==> src/rtl/vram_arb_if.sv <==
// Bus bundle between the pixel pipeline, the two renderers and the VRAM macro.
// The arbiter sits on the slave modport; the surrounding system uses master.
interface vram_arb_if #(
   parameter int ADDR_W = 17,
   parameter int DATA_W = 12
);
   logic              blank;
   logic              rd_req;
   logic [ADDR_W-1:0] rd_addr;
   logic [DATA_W-1:0] rd_data;
   logic              rd_valid;
   logic [1:0]        wr_req;
   logic [ADDR_W-1:0] wr_addr0;
   logic [ADDR_W-1:0] wr_addr1;
   logic [DATA_W-1:0] wr_data0;
   logic [DATA_W-1:0] wr_data1;
   logic [1:0]        wr_gnt;
   logic              mem_en;
   logic              mem_we;
   logic [ADDR_W-1:0] mem_addr;
   logic [DATA_W-1:0] mem_wdata;
   logic [DATA_W-1:0] mem_rdata;

   modport slave (
      input  blank, rd_req, rd_addr,
      input  wr_req, wr_addr0, wr_addr1,
      input  wr_data0, wr_data1, mem_rdata,
      output rd_data, rd_valid, wr_gnt,
      output mem_en, mem_we, mem_addr, mem_wdata
   );

   modport master (
      output blank, rd_req, rd_addr,
      output wr_req, wr_addr0, wr_addr1,
      output wr_data0, wr_data1, mem_rdata,
      input  rd_data, rd_valid, wr_gnt,
      input  mem_en, mem_we, mem_addr, mem_wdata
   );
endinterface

==> src/rtl/vram_arbiter.sv <==
// VRAM arbiter: display reads win every cycle, two writers share the rest
// round-robin with bounded bursts. Define VRAM_ARB_STATS_EN for grant/stall counters.
module vram_arbiter #(
   parameter int ADDR_W        = 17,
   parameter int DATA_W        = 12,
   parameter int MAX_BURST     = 8,
   parameter int WR_BLANK_ONLY = 1
) (
   input  logic        clk,
   input  logic        reset,
`ifdef VRAM_ARB_STATS_EN
   input  logic        stats_clr,
   output logic [15:0] gnt_cnt0,
   output logic [15:0] gnt_cnt1,
   output logic [15:0] stall_cnt,
`endif
   vram_arb_if.slave   bus
);

   typedef enum logic [1:0] {IDLE, OWN0, OWN1} state_t;

   localparam logic [7:0] MAXB = 8'(MAX_BURST);

   state_t      state, state_n;
   logic        rr_ptr, rr_ptr_n;
   logic [7:0]  burst_cnt, burst_cnt_n;
   logic [1:0]  gnt;
   logic        pick;
   logic        own;
   logic        write_ok;
   logic        rd_v1, rd_v2;

   assign write_ok = !bus.rd_req && (bus.blank || (WR_BLANK_ONLY == 0));
   assign own      = (state == OWN1);

   always_ff @(posedge clk or posedge reset) begin
      if (reset) begin
         state     <= IDLE;
         rr_ptr    <= 1'b0;
         burst_cnt <= '0;
      end else begin
         state     <= state_n;
         rr_ptr    <= rr_ptr_n;
         burst_cnt <= burst_cnt_n;
      end
   end

   always_comb begin
      state_n     = state;
      rr_ptr_n    = rr_ptr;
      burst_cnt_n = burst_cnt;
      gnt         = '0;
      pick        = rr_ptr;
      unique case (state)
         IDLE: begin
            if (write_ok && (|bus.wr_req)) begin
               pick        = bus.wr_req[rr_ptr] ? rr_ptr : ~rr_ptr;
               gnt[pick]   = 1'b1;
               state_n     = pick ? OWN1 : OWN0;
               burst_cnt_n = 8'd1;
            end
         end
         OWN0, OWN1: begin
            if (!bus.wr_req[own]) begin
               // release hands the slot straight to the other writer
               state_n     = IDLE;
               rr_ptr_n    = ~own;
               burst_cnt_n = '0;
               pick        = ~own;
               if (write_ok && bus.wr_req[~own]) begin
                  gnt[pick]   = 1'b1;
                  state_n     = pick ? OWN1 : OWN0;
                  burst_cnt_n = 8'd1;
               end
            end else if (burst_cnt == MAXB) begin
               burst_cnt_n = '0;
               if (bus.wr_req[~own]) begin
                  pick     = ~own;
                  state_n  = pick ? OWN1 : OWN0;
                  rr_ptr_n = ~own;
                  if (write_ok) begin
                     gnt[pick]   = 1'b1;
                     burst_cnt_n = 8'd1;
                  end
               end
            end else if (write_ok) begin
               gnt[own]    = 1'b1;
               burst_cnt_n = burst_cnt + 8'd1;
            end
         end
         default: state_n = IDLE;
      endcase
      if (reset) gnt = '0;
   end

   assign bus.wr_gnt = gnt;

   always_comb begin
      bus.mem_en    = 1'b0;
      bus.mem_we    = 1'b0;
      bus.mem_addr  = '0;
      bus.mem_wdata = '0;
      if (bus.rd_req) begin
         bus.mem_en   = 1'b1;
         bus.mem_addr = bus.rd_addr;
      end else if (gnt[0]) begin
         bus.mem_en    = 1'b1;
         bus.mem_we    = 1'b1;
         bus.mem_addr  = bus.wr_addr0;
         bus.mem_wdata = bus.wr_data0;
      end else if (gnt[1]) begin
         bus.mem_en    = 1'b1;
         bus.mem_we    = 1'b1;
         bus.mem_addr  = bus.wr_addr1;
         bus.mem_wdata = bus.wr_data1;
      end
   end

   // RAM output lands one cycle after the request; register it for a 2-cycle total
   always_ff @(posedge clk or posedge reset) begin
      if (reset) begin
         rd_v1       <= 1'b0;
         rd_v2       <= 1'b0;
         bus.rd_data <= '0;
      end else begin
         rd_v1 <= bus.rd_req;
         rd_v2 <= rd_v1;
         if (rd_v1) bus.rd_data <= bus.mem_rdata;
      end
   end

   assign bus.rd_valid = rd_v2;

`ifdef VRAM_ARB_STATS_EN
   always_ff @(posedge clk or posedge reset) begin
      if (reset) begin
         gnt_cnt0  <= '0;
         gnt_cnt1  <= '0;
         stall_cnt <= '0;
      end else if (stats_clr) begin
         gnt_cnt0  <= '0;
         gnt_cnt1  <= '0;
         stall_cnt <= '0;
      end else begin
         if (gnt[0] && gnt_cnt0 != 16'hFFFF)
            gnt_cnt0 <= gnt_cnt0 + 16'd1;
         if (gnt[1] && gnt_cnt1 != 16'hFFFF)
            gnt_cnt1 <= gnt_cnt1 + 16'd1;
         if ((|bus.wr_req) && !(|gnt) && stall_cnt != 16'hFFFF)
            stall_cnt <= stall_cnt + 16'd1;
      end
   end
`endif

endmodule

==> src/flat_wrapper.sv <==
// flat-port wrapper written by rule: the top's interface ports become plain ports
module vram_arbiter_flat 
#(
   parameter int ADDR_W        = 17,
   parameter int DATA_W        = 12,
   parameter int MAX_BURST     = 8,
   parameter int WR_BLANK_ONLY = 1
)
  (clk, reset, bus_blank, bus_rd_req, bus_rd_addr, bus_wr_req, bus_wr_addr0, bus_wr_addr1, bus_wr_data0, bus_wr_data1, bus_mem_rdata, bus_rd_data, bus_rd_valid, bus_wr_gnt, bus_mem_en, bus_mem_we, bus_mem_addr, bus_mem_wdata);
  vram_arb_if #(.ADDR_W(ADDR_W), .DATA_W(DATA_W)) bus_i ();
  input  logic clk;
  input  logic reset;
  input wire logic [$bits(bus_i.blank)-1:0] bus_blank;
  input wire logic [$bits(bus_i.rd_req)-1:0] bus_rd_req;
  input wire logic [$bits(bus_i.rd_addr)-1:0] bus_rd_addr;
  input wire logic [$bits(bus_i.wr_req)-1:0] bus_wr_req;
  input wire logic [$bits(bus_i.wr_addr0)-1:0] bus_wr_addr0;
  input wire logic [$bits(bus_i.wr_addr1)-1:0] bus_wr_addr1;
  input wire logic [$bits(bus_i.wr_data0)-1:0] bus_wr_data0;
  input wire logic [$bits(bus_i.wr_data1)-1:0] bus_wr_data1;
  input wire logic [$bits(bus_i.mem_rdata)-1:0] bus_mem_rdata;
  output wire logic [$bits(bus_i.rd_data)-1:0] bus_rd_data;
  output wire logic [$bits(bus_i.rd_valid)-1:0] bus_rd_valid;
  output wire logic [$bits(bus_i.wr_gnt)-1:0] bus_wr_gnt;
  output wire logic [$bits(bus_i.mem_en)-1:0] bus_mem_en;
  output wire logic [$bits(bus_i.mem_we)-1:0] bus_mem_we;
  output wire logic [$bits(bus_i.mem_addr)-1:0] bus_mem_addr;
  output wire logic [$bits(bus_i.mem_wdata)-1:0] bus_mem_wdata;
  assign bus_i.blank = bus_blank;
  assign bus_i.rd_req = bus_rd_req;
  assign bus_i.rd_addr = bus_rd_addr;
  assign bus_i.wr_req = bus_wr_req;
  assign bus_i.wr_addr0 = bus_wr_addr0;
  assign bus_i.wr_addr1 = bus_wr_addr1;
  assign bus_i.wr_data0 = bus_wr_data0;
  assign bus_i.wr_data1 = bus_wr_data1;
  assign bus_i.mem_rdata = bus_mem_rdata;
  assign bus_rd_data = bus_i.rd_data;
  assign bus_rd_valid = bus_i.rd_valid;
  assign bus_wr_gnt = bus_i.wr_gnt;
  assign bus_mem_en = bus_i.mem_en;
  assign bus_mem_we = bus_i.mem_we;
  assign bus_mem_addr = bus_i.mem_addr;
  assign bus_mem_wdata = bus_i.mem_wdata;
  vram_arbiter #(.ADDR_W(ADDR_W), .DATA_W(DATA_W), .MAX_BURST(MAX_BURST), .WR_BLANK_ONLY(WR_BLANK_ONLY)) u_core (.clk(clk), .reset(reset), .bus(bus_i));
endmodule
==> config.mk <==
export PLATFORM = sky130hd
export DESIGN_NAME = vram_arbiter_flat
export DESIGN_NICKNAME = d
export VERILOG_FILES = /design/src/rtl/vram_arb_if.sv /design/src/rtl/vram_arbiter.sv /design/src/flat_wrapper.sv
export SDC_FILE = /design/constraint.sdc
export NUM_CORES = 1
export LEC_CHECK = 0
export ABC_AREA = 1
export CORE_MARGIN = 10
export CORE_UTILIZATION = 38
export DETAILED_ROUTE_END_ITERATION = 10
export PLACE_DENSITY = 0.86
export RECOVER_POWER = 50
export SLEW_MARGIN = 20
export SYNTH_ARGS = -nofsm -noshare
export SYNTH_HDL_FRONTEND = slang
export SYNTH_SLANG_ARGS = --single-unit
export TNS_END_PERCENT = 5
==> constraint.sdc <==
create_clock -name clk -period 3.8 [get_ports clk]
set_clock_uncertainty 0.1 [all_clocks]
set_input_delay 0.76 -clock clk [delete_from_list [all_inputs] [get_ports clk]]
set_output_delay 0.76 -clock clk [all_outputs]
set_load 0.1 [all_outputs]
### Where the registers sit, run 1

(4 px per um)
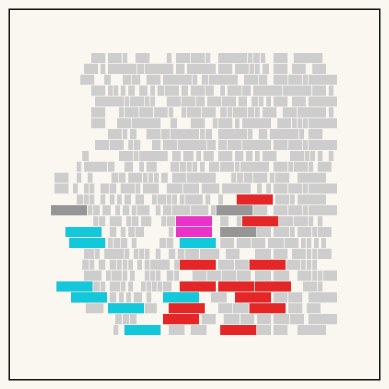
Magenta is u_core.state, flops 2. Cyan is u_core.burst_cnt, flops 8. Red is u_core.bus.rd_data, flops 12.
Final Core Density: 74.4%
register area: 626 um^2
Seq. pwr: 0.344 mW
sequential share of cell area: 16.6%

### Selected gate families, run 1

(4 px per um)
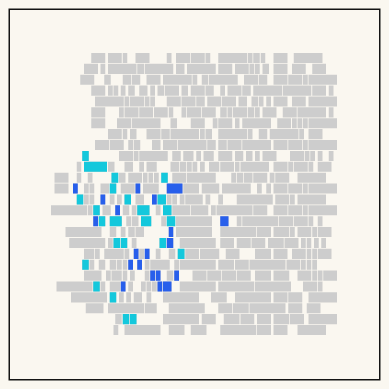
Blue is nor cells, cells 20. Cyan is aoi and oai cells, cells 24.
final std cells w/o fill: 487
logic share of the area: 31.0%
dominant logic cell type in the layout: nand2_1

### Cell area per tile, run 1

(3 px per um) 9 x 9 tiles, from dark purple (low) to yellow (high), 0 to 100% covered.
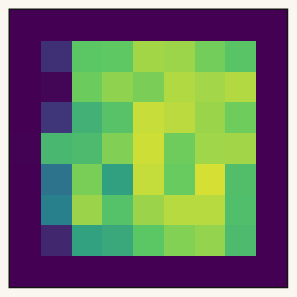
The fullest tile reaches 94%. 41% of the tiles are nearly empty. 35% of the tiles are over 75% full.
core area: 0.00507 mm^2
FP Core Util: 39.1%

==> metrics.yaml, run 1 <==
clock_network:
  post_cts_buffers: 0
  cts.reportedPaths.clkPinSlew_ns: 0.09
  cts_tree: "yes"
  clk_latency_ns: 0.27
  cts_buffer_depth: 2
  cts_sinks: 25
critical_path:
  worstPathRequired_ns: 2.94
  crit_fanout: 12
  r2r-start: "u_core.state[0]$_DFFE_PP0P_"
  startpoint: "bus_wr_req[1]"
  slowest_delay_ns: 0.52
  ff2ff_setup_slack_ns: 1.58
  endpoint: "bus_mem_wdata[10]"
  crit_type: "primary input to output pin"
grt:
  grt_pass1_wl_um: 13700
  grt_overflow: 0
  grt_usage_pct: 19.7
sta:
  setup_tns_ns: 0
  rsz0062_at_grt: "no"
  finalCriticalPeriod_ns: 3.62
  max-slew-margin-rel_pct: 32.9
  hold_violations: 0
synth:
  synth_area_per_cell_um2: 7.03
  yosys.area_share.aoi_pct: 7.70
  synth_cells: 282
  ys.flops: 25
  synth_top_cell_by_count: "nand2_1"
  logic_family: "simple AND/OR/NAND/NOR gates"
  mux_area_share_pct: 6.81
  area_leaders: "dfrtp_1 32%, nand2_1 18%, nand3_1 7.3%"
final_layout:
  lay_top_cells: "97 x nand2_1, 92 x clkdlybuf4s50_1, 33 x buf_12"
  n_fill_cell: 382
  insertedDiodeCount: 0
  fin_nets: 517
route:
  wl_um: 8840
  drcViolationCount: 0
pwr:
  peakVddDrop_mv: 0.310
min_path:
  hold_class: "flip-flop to flip-flop"
status:
  status: "completed"
placed_design:
  io_buffers: 138
floorplan:
  die_w_um: 92.2
[run 1: cells by family after synthesis]
group,after synthesis
AND/OR/NAND/NOR,175
buffers and inverters,38
AND-OR/OR-AND,25
flip-flops,25
multiplexers,12
adder cells (fa/ha/maj),6
XOR/XNOR,1
[run 1: cell type report]
type                    instances  area, um^2  area share (%)
clock inverters                 1        7.51           0.199
multi-input cells             219        1170            31.0
clock buffers                   3        41.3            1.09
repair buffers                143        1750            46.2
well taps                      70        87.6            2.32
flip-flops and latches         25         626            16.6
inverters                      26        97.6            2.59
[run 1: registers in the layout (all words and copies together), names as in the netlist]
| register | flops |
|---|---|
| u_core.rr_ptr | 1 |
| u_core.state | 2 |
| u_core.bus.rd_valid | 1 |
| u_core.burst_cnt | 8 |
| u_core.rd_v1 | 1 |
| u_core.bus.rd_data | 12 |
[run 1: report_power, final]
group | leakage (nW) | total, mW | internal, mW | switching, mW
sequential | 0.309 | 0.344 | 0.310 | 0.0343
combinational | 1.36 | 1.65 | 0.547 | 1.10
clock | 0.0217 | 0.161 | 0.0743 | 0.0862
[run 1: metrics by stage]
step                      hold slack (ns)  utilization (%)  setup slack, ns  cells  power, mW
after floorplan                     0.307                -            0.421    282       1.42
after global placement              0.388             73.5            0.268    483       1.96
after detailed placement            0.396             73.5            0.184    483       2.00
after CTS                           0.416             74.5            0.183    487       2.16
after global routing                0.443             74.4          0.00804    487       2.26
final                               0.410             74.4            0.181    487       2.16
[run 1: layer usage]
layer | up-vias | track usage [%] | routed length, um
li1 | 1199 | - | -
met1 | 1125 | 21.7 | 3360
met2 | 103 | 37.5 | 4790
met3 | 12 | 4.56 | 553
met4 | 0 | 3.60 | 137
met5 | - | 0 | 0
==> inputs of run 2 (changes only) <==
--- a/config.mk
+++ b/config.mk
@@ -6,10 +6,12 @@
 export NUM_CORES = 1
 export LEC_CHECK = 0
 export ABC_AREA = 1
+export CELL_PAD_IN_SITES_DETAIL_PLACEMENT = 0
+export CELL_PAD_IN_SITES_GLOBAL_PLACEMENT = 2
 export CORE_MARGIN = 10
-export CORE_UTILIZATION = 38
+export CORE_UTILIZATION = 18
 export DETAILED_ROUTE_END_ITERATION = 10
-export PLACE_DENSITY = 0.86
+export PLACE_DENSITY_LB_ADDON = 0.1
 export RECOVER_POWER = 50
 export SLEW_MARGIN = 20
 export SYNTH_ARGS = -nofsm -noshare
==> run 2 against run 1 <==
  * Routed wire length increased by 4.4%
  * Global-route usage fell by 8.6 points
  * Setup slack lost 0.0018 ns
  * Cell area rose by 2.7%
  * Register-to-register slack barely moved
  * Sequential power about the same
  * Critical path depth is the same
  * Sequential cell count unchanged
  * Cell count increased by 14%
  * Via count down 3.2%
  * Non-clock buffer count stayed put
  * Synthesized area did not move
  * Critical endpoint is now bus_mem_wdata[5]
  * Largest cell class unchanged
==> metrics.yaml, run 2 <==
sta:
  whs_ns: 0.416  # +0.00600 ns
  max-slew-margin-rel_pct: 30.7  # -2.2 points
  setup_tns_ns: 0  # unchanged
  finalCriticalPeriod_ns: 3.62  # +0.00184 ns
  setup_ws_ns: 0.179  # -0.00184 ns
  hold_violations: 0  # unchanged
synth:
  yosysUniqueCellTypes: 32
  synth_area_per_cell_um2: 7.03  # unchanged
  ys.flops: 25  # unchanged
  synth_top_cell_by_count: "nand2_1"
  ys_warn_count: 0
  area_leaders: "dfrtp_1 32%, nand2_1 18%, nand3_1 7.3%"
clock_network:
  clk_latency_ns: 0.27  # about the same
  cts.reportedPaths.clkPinSlew_ns: 0.10  # about the same
  htreeDepth: 1
  cts_buffer_depth: 2  # unchanged
  cts_tree: "yes"
grt:
  grt_max_degree: 31
  grt_overflow: 0  # unchanged
  grt_usage_pct: 11.1  # -8.6 points
  grt_pass1_wl_um: 14300  # +4.4%
final_layout:
  largestRegisters: "u_core.bus.rd_data: 12 flops, u_core.burst_cnt: 8 flops, u_core.state: 2 flops"
  n_fill_cell: 1104  # +190%
  logic_area_mm2: 0.00117  # unchanged
  mostFrequentLayoutCell: "nand2_1"
  lay_top_cells: "97 x nand2_1, 95 x clkdlybuf4s50_1, 34 x buf_12"
  largest_reg_flops: 12  # unchanged
  top_register: "u_core.bus.rd_data"
critical_path:
  startpoint: "bus_wr_req[1]"
  r2r-start: "u_core.state[0]$_DFFE_PP0P_"
  ff2ff_setup_slack_ns: 1.57  # about the same
  crit_type: "primary input to output pin"
  worstPathRequired_ns: 2.94  # about the same
  slowest_delay_ns: 0.53  # about the same
min_path:
  hold_class: "flip-flop to flip-flop"
placed_design:
  dpl_worst_slack_ns: 0.146  # -0.0386 ns
  io_buffers: 138  # unchanged
  placed_cells: 552  # +14%
floorplan:
  die_w_um: 125  # +35%
  coreArea_mm2: 0.0108  # +110%
status:
  status: "completed"
pwr:
  peakVddDrop_mv: 0.266  # -14%
  finalPower_mw: 2.16  # +0.15%
route:
  wl_um: 9230  # +4.4%
## run 2: cell counts after synthesis
No cell type changed its count.
## run 2: area by class of cell
| type | instances | area share, % |
|---|---|---|
| tap | 140 | 4.52 |
| clock inverter | 1 | 0.194 |
| timing repair buffer | 143 | 45.4 |
| inverter | 26 | 2.52 |
| clock buffer | 3 | 1.07 |
| sequential | 25 | 16.1 |
| multi-input combinational | 219 | 30.2 |
## run 2: worst max-delay path by stage
stage / slack [ns] / cells past startpoint / to
after floorplan: 0.42 / 11 / bus_mem_wdata[10]
after CTS: 0.14 / 12 / bus_mem_wdata[5]
after global placement: 0.16 / 12 / bus_mem_wdata[5]
after detailed placement: 0.15 / 12 / bus_mem_wdata[5]
after global routing: 0.02 / 12 / bus_mem_wdata[3]
final: 0.18 / 12 / bus_mem_wdata[5]
## run 2: logic make-up after synthesis
kind of cell,synth area share [%]
AND/OR/NAND/NOR,40.3
buffers and inverters,9.46
AND-OR/OR-AND,7.70
flip-flops,31.5
multiplexers,6.81
adder cells (fa/ha/maj),3.79
XOR/XNOR,0.442
## run 2: routing by layer
layer  wire [um]  vias up  track usage, %
met5           0        -               0
li1            -     1201               -
met2        4470       76            18.6
met4          13        0           0.813
met1        4220     1081            14.6
met3         528        2            2.87
## run 2: repair_timing
action | 4_1_cts | 5_1_grt
hold endpoints to repair | 0 | 0
setup buffers | 0 | 1
gates resized | 0 | 2
setup endpoints to repair | 0 | 14
## run 2: power breakdown
group          leakage [nW]  switching [mW]  internal, mW
Clock                0.0217          0.0920        0.0744
Combinational          1.35            1.10         0.551
Sequential            0.309          0.0353         0.310
### Selected gate families, run 2

(4 px per um)
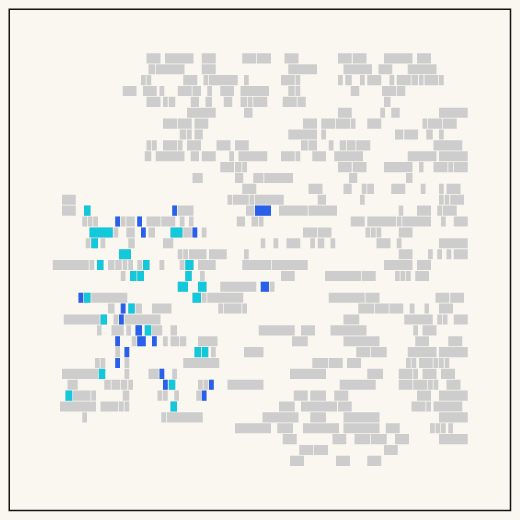
Cyan is aoi and oai cells, cells 24, where left middle. Blue is nor cells, cells 20.
final std cells w/o fill: 557
logic share of the area: 30.2%

### Where the registers sit, run 2

(3 px per um)
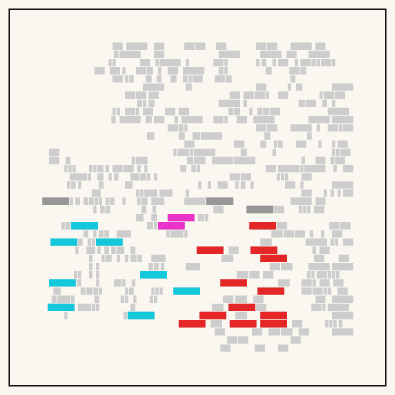
Magenta is u_core.state, flops 2. Cyan is u_core.burst_cnt, flops 8, where bottom left. Red is u_core.bus.rd_data, flops 12.
Final Core Density: 35.9%
Seq. pwr: 0.345 mW

Power figures rest on the tool's default switching activity, not on a simulated workload.
